### config.mk
export PLATFORM = sky130hd
export DESIGN_NAME = alu_src_b_stage
export DESIGN_NICKNAME = d
export VERILOG_FILES = /design/src/rtl/alu_src_pkg.sv /design/src/rtl/alu_src_b_stage_skid_buffer.sv /design/src/rtl/alu_src_b_stage.sv
export SDC_FILE = /design/constraint.sdc
export NUM_CORES = 1
export LEC_CHECK = 0
export ABC_AREA = 1
export CAP_MARGIN = 20
export CORE_ASPECT_RATIO = 1.5
export CORE_UTILIZATION = 51
export CTS_CLUSTER_SIZE = 12
export DETAILED_ROUTE_END_ITERATION = 10
export HOLD_SLACK_MARGIN = 0.08
export PLACE_DENSITY = 0.85
export SLEW_MARGIN = 40
export SYNTH_ARGS = -nofsm -noshare
export SYNTH_HDL_FRONTEND = slang
export SYNTH_SLANG_ARGS = --single-unit
export TNS_END_PERCENT = 100
### constraint.sdc
create_clock -name clk -period 3.1 [get_ports clk]
set_clock_uncertainty 0.15 [all_clocks]
set_input_delay 0.62 -clock clk [delete_from_list [all_inputs] [get_ports clk]]
set_output_delay 0.62 -clock clk [all_outputs]
set_load 0.01 [all_outputs]
### src/rtl/alu_src_pkg.sv
// Shared definitions for the ALU source-B operand stage: select encoding,
// default constants and the select-legality check.
package alu_src_pkg;

    typedef enum logic [2:0] {
        SRCB_REG     = 3'b000,
        SRCB_IMM     = 3'b010,
        SRCB_CONST_A = 3'b100,
        SRCB_CONST_B = 3'b110,
        SRCB_FB      = 3'b111
    } alu_src_b_e;

    localparam int unsigned CONST_A_DEFAULT = 32'd4;
    localparam int unsigned CONST_B_DEFAULT = 32'd12;

    function automatic logic is_legal_src_b(input logic [2:0] sel);
        case (sel)
            SRCB_REG, SRCB_IMM, SRCB_CONST_A, SRCB_CONST_B, SRCB_FB: is_legal_src_b = 1'b1;
            default:                                                  is_legal_src_b = 1'b0;
        endcase
    endfunction

endpackage

### src/rtl/alu_src_b_stage_skid_buffer.sv
// Two-entry valid/ready buffer: a main output register backed by one skid
// register, so a registered in_ready never loses a request.
module skid_buffer #(
    parameter int unsigned DW = 36
) (
    input  logic          clk,
    input  logic          reset,
    input  logic          in_valid,
    output logic          in_ready,
    input  logic [DW-1:0] in_data,
    output logic          out_valid,
    output logic [DW-1:0] out_data,
    input  logic          out_ready
);

    logic          main_valid_q, main_valid_d;
    logic [DW-1:0] main_data_q,  main_data_d;
    logic          skid_valid_q, skid_valid_d;
    logic [DW-1:0] skid_data_q,  skid_data_d;
    logic          in_ready_q;
    logic          accept_s;
    logic          main_free_s;

    assign accept_s    = in_valid && in_ready_q;
    // Main can take a new item if it is empty or its current item leaves this edge.
    assign main_free_s = !main_valid_q || out_ready;

    // Next-state for main and skid registers.
    always_comb begin
        main_valid_d = main_valid_q;
        main_data_d  = main_data_q;
        skid_valid_d = skid_valid_q;
        skid_data_d  = skid_data_q;
        if (main_free_s) begin
            if (skid_valid_q) begin
                main_valid_d = 1'b1;
                main_data_d  = skid_data_q;
                skid_valid_d = 1'b0;
            end else if (accept_s) begin
                main_valid_d = 1'b1;
                main_data_d  = in_data;
            end else begin
                main_valid_d = 1'b0;
            end
        end else if (accept_s) begin
            skid_valid_d = 1'b1;
            skid_data_d  = in_data;
        end else begin
            skid_valid_d = skid_valid_q;
        end
    end

    // State registers; reset discards any in-flight items.
    always_ff @(posedge clk) begin
        if (reset) begin
            main_valid_q <= 1'b0;
            main_data_q  <= '0;
            skid_valid_q <= 1'b0;
            skid_data_q  <= '0;
            in_ready_q   <= 1'b0;
        end else begin
            main_valid_q <= main_valid_d;
            main_data_q  <= main_data_d;
            skid_valid_q <= skid_valid_d;
            skid_data_q  <= skid_data_d;
            in_ready_q   <= !skid_valid_d;
        end
    end

    assign in_ready  = in_ready_q;
    assign out_valid = main_valid_q;
    assign out_data  = main_data_q;

endmodule

### src/rtl/alu_src_b_stage.sv
// Registered ALU source-B select with feedback capture/bypass, illegal-select
// detection and a skid-buffered valid/ready output.
module alu_src_b_stage
    import alu_src_pkg::*;
#(
    parameter int unsigned WIDTH     = 32,
    parameter int unsigned TAG_W     = 4,
    parameter int unsigned CONST_A   = CONST_A_DEFAULT,
    parameter int unsigned CONST_B   = CONST_B_DEFAULT,
    parameter int unsigned ERR_CNT_W = 8
) (
    input  logic                 clk,
    input  logic                 reset,
    input  logic [2:0]           alu_src_b,
    input  logic [WIDTH-1:0]     b_in,
    input  logic [WIDTH-1:0]     imm_ext,
    input  logic [WIDTH-1:0]     alu_result,
    input  logic                 alu_result_valid,
    input  logic [TAG_W-1:0]     tag_in,
    input  logic                 in_valid,
    output logic                 in_ready,
    output logic [WIDTH-1:0]     src_b_out,
    output logic [TAG_W-1:0]     tag_out,
    output logic                 out_valid,
    input  logic                 out_ready,
    output logic                 illegal_sel,
    output logic [ERR_CNT_W-1:0] err_count
);

    localparam logic [ERR_CNT_W-1:0] ERR_MAX = {ERR_CNT_W{1'b1}};

    logic [WIDTH-1:0]       fb_q;
    logic [WIDTH-1:0]       operand_s;
    logic [TAG_W+WIDTH-1:0] out_data_s;
    logic                   accept_s;
    logic                   illegal_accept_s;
    logic                   illegal_q;
    logic [ERR_CNT_W-1:0]   err_count_q, err_count_d;

    assign accept_s         = in_valid && in_ready;
    assign illegal_accept_s = accept_s && !is_legal_src_b(alu_src_b);

    // Operand select; feedback bypasses fb_q when a fresh result arrives this cycle.
    always_comb begin
        operand_s = '0;
        case (alu_src_b)
            SRCB_REG:     operand_s = b_in;
            SRCB_IMM:     operand_s = imm_ext;
            SRCB_CONST_A: operand_s = WIDTH'(CONST_A);
            SRCB_CONST_B: operand_s = WIDTH'(CONST_B);
            SRCB_FB: begin
                if (alu_result_valid) begin
                    operand_s = alu_result;
                end else begin
                    operand_s = fb_q;
                end
            end
            default:      operand_s = '0;
        endcase
    end

    // Saturating illegal-request counter.
    always_comb begin
        if (illegal_accept_s && (err_count_q != ERR_MAX)) begin
            err_count_d = err_count_q + ERR_CNT_W'(1);
        end else begin
            err_count_d = err_count_q;
        end
    end

    // Feedback capture and error reporting registers.
    always_ff @(posedge clk) begin
        if (reset) begin
            fb_q        <= '0;
            illegal_q   <= 1'b0;
            err_count_q <= '0;
        end else begin
            if (alu_result_valid) begin
                fb_q <= alu_result;
            end
            illegal_q   <= illegal_accept_s;
            err_count_q <= err_count_d;
        end
    end

    skid_buffer #(
        .DW (TAG_W + WIDTH)
    ) u_skid (
        .clk       (clk),
        .reset     (reset),
        .in_valid  (in_valid),
        .in_ready  (in_ready),
        .in_data   ({tag_in, operand_s}),
        .out_valid (out_valid),
        .out_data  (out_data_s),
        .out_ready (out_ready)
    );

    assign src_b_out   = out_data_s[WIDTH-1:0];
    assign tag_out     = out_data_s[TAG_W+WIDTH-1:WIDTH];
    assign illegal_sel = illegal_q;
    assign err_count   = err_count_q;

endmodule

==> flow_summary.json <==
{
  "synth_cells": 787,
  "final_area_mm2": 0.00737,
  "adder_share": 0.00237,
  "yosysSeqAreaShare": 0.439,
  "p_leak_nw": 3.14,
  "drv_slew": 0,
  "first_global_vias": 5443,
  "wl_met2_um": 7970,
  "nFillCells": 804,
  "lay_top_count": "nand2_1",
  "antenna_found_initial": 0,
  "setup_violations": 0,
  "overflow": 0,
  "buf_share": 0.221,
  "final_cell_mix": "202 x nand2_1, 152 x clkdlybuf4s50_1, 116 x dfxtp_1, 108 x nor2_1, 83 x o21ai_0",
  "flop-count": 116,
  "top_usage_layer": "met2",
  "dr.pass1.iters": 7,
  "clock_path_buffers": 2,
  "ios": 155,
  "fp.dieH_um": 127,
  "seq_area_mm2": 0.00232,
  "wl_met3_um": 1100,
  "routed_wl_um": 15900,
  "design.core.area_mm2": 0.0101,
  "slew-limit-headroom": 0.526,
  "crit_top_cell": "nand2_1",
  "io_buffer_count": 154,
  "yosys-mux-area-fraction": 0,
  "cts_tree": "done",
  "insertion_delay_ns": 0.41,
  "cts_root_buf": "clkbuf_16",
  "met1_usage": 0.352,
  "max_stage_delay_ns": 0.61,
  "use_met2": 0.523,
  "combGateArea_mm2": 0.00245,
  "grt_max_degree": 43,
  "clk_pin_slew_ns": 0.05,
  "status": "finished clean",
  "nMultiInputCombCells": 550,
  "ys.flops": 116,
  "power_w": 0.00394,
  "min_from": "fb_q[11]",
  "clock_buffers": 21,
  "instances_no_fill": 1050,
  "ant_nets": 0,
  "fmax_mhz": 457,
  "path_class": "in2reg",
  "synth.top_cells.by_count": "202 x nand2_1, 116 x dfxtp_1, 109 x nor2_1",
  "ys_top_logic_family": "simple AND/OR/NAND/NOR gates",
  "ir_worst_vdd_v": 0.000419,
  "hold_viol_final": 0,
  "hold_ws_ns": 0.327,
  "chipWidth_um": 85.2,
  "die_area_mm2": 0.0108,
  "post_dp_cell_area_mm2": 0.00682,
  "crit_path_cell_trace": "clkdlybuf4s50_1 -> inv_2 -> nor2_4 -> buf_12 -> nand2_1 -> nand3_1 -> nand2_1 -> a21oi_1",
  "startpoint_type": "input port",
  "place_ws_ns": 0.531
}
==> power breakdown <==
group	internal (W)	switching (W)	leakage (nW)	total, W
Clock	0.00115	0.000677	0.270	0.00183
Sequential	0.00156	0.0000330	0.948	0.00159
Combinational	0.000264	0.000255	1.92	0.000519
==> worst paths after layout <==
kind                         endpoint  slack, ns  depth (start not counted)
setup reg to reg  u_skid.out_data[14]       1.16                          6
hold / removal               fb_q[11]       0.33                          2
hold reg to reg              fb_q[11]       0.33                          2
setup / recovery  u_skid.out_data[24]       0.91                          8
==> critical path, delay by kind of cell <==
family / cells / cell delay, ns
compound gates: 1 / 0.14
buf+inv: 3 / 0.96
simple gates: 4 / 0.66
sizing.png
Bar = 20 µm.
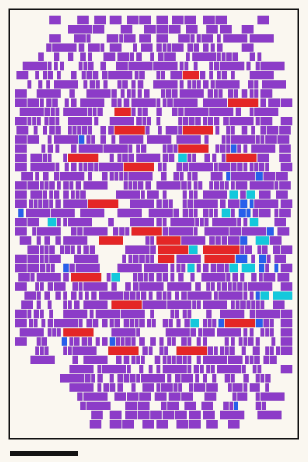
- red: x6 and larger (cells 23; share 2.5%; most used clkbuf_16)
- blue: x2 (cells 22; share 2.4%)
- purple: x1 and smaller (cells 873; share 94%; most used nand2_1)
- cyan: x3 and x4 (cells 15; share 1.6%; most used buf_4)

clock_wires.png
Bar = 20 µm.
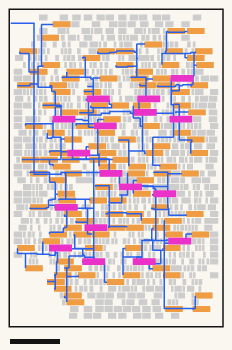
- orange: flip-flops (count 116)
- blue: clock wires (length 1440 µm)
- magenta: clock-net drivers (count 17)
- routed clock nets: 18
- flops lie: spread over the die

Power figures rest on the tool's default switching activity, not on a simulated workload.
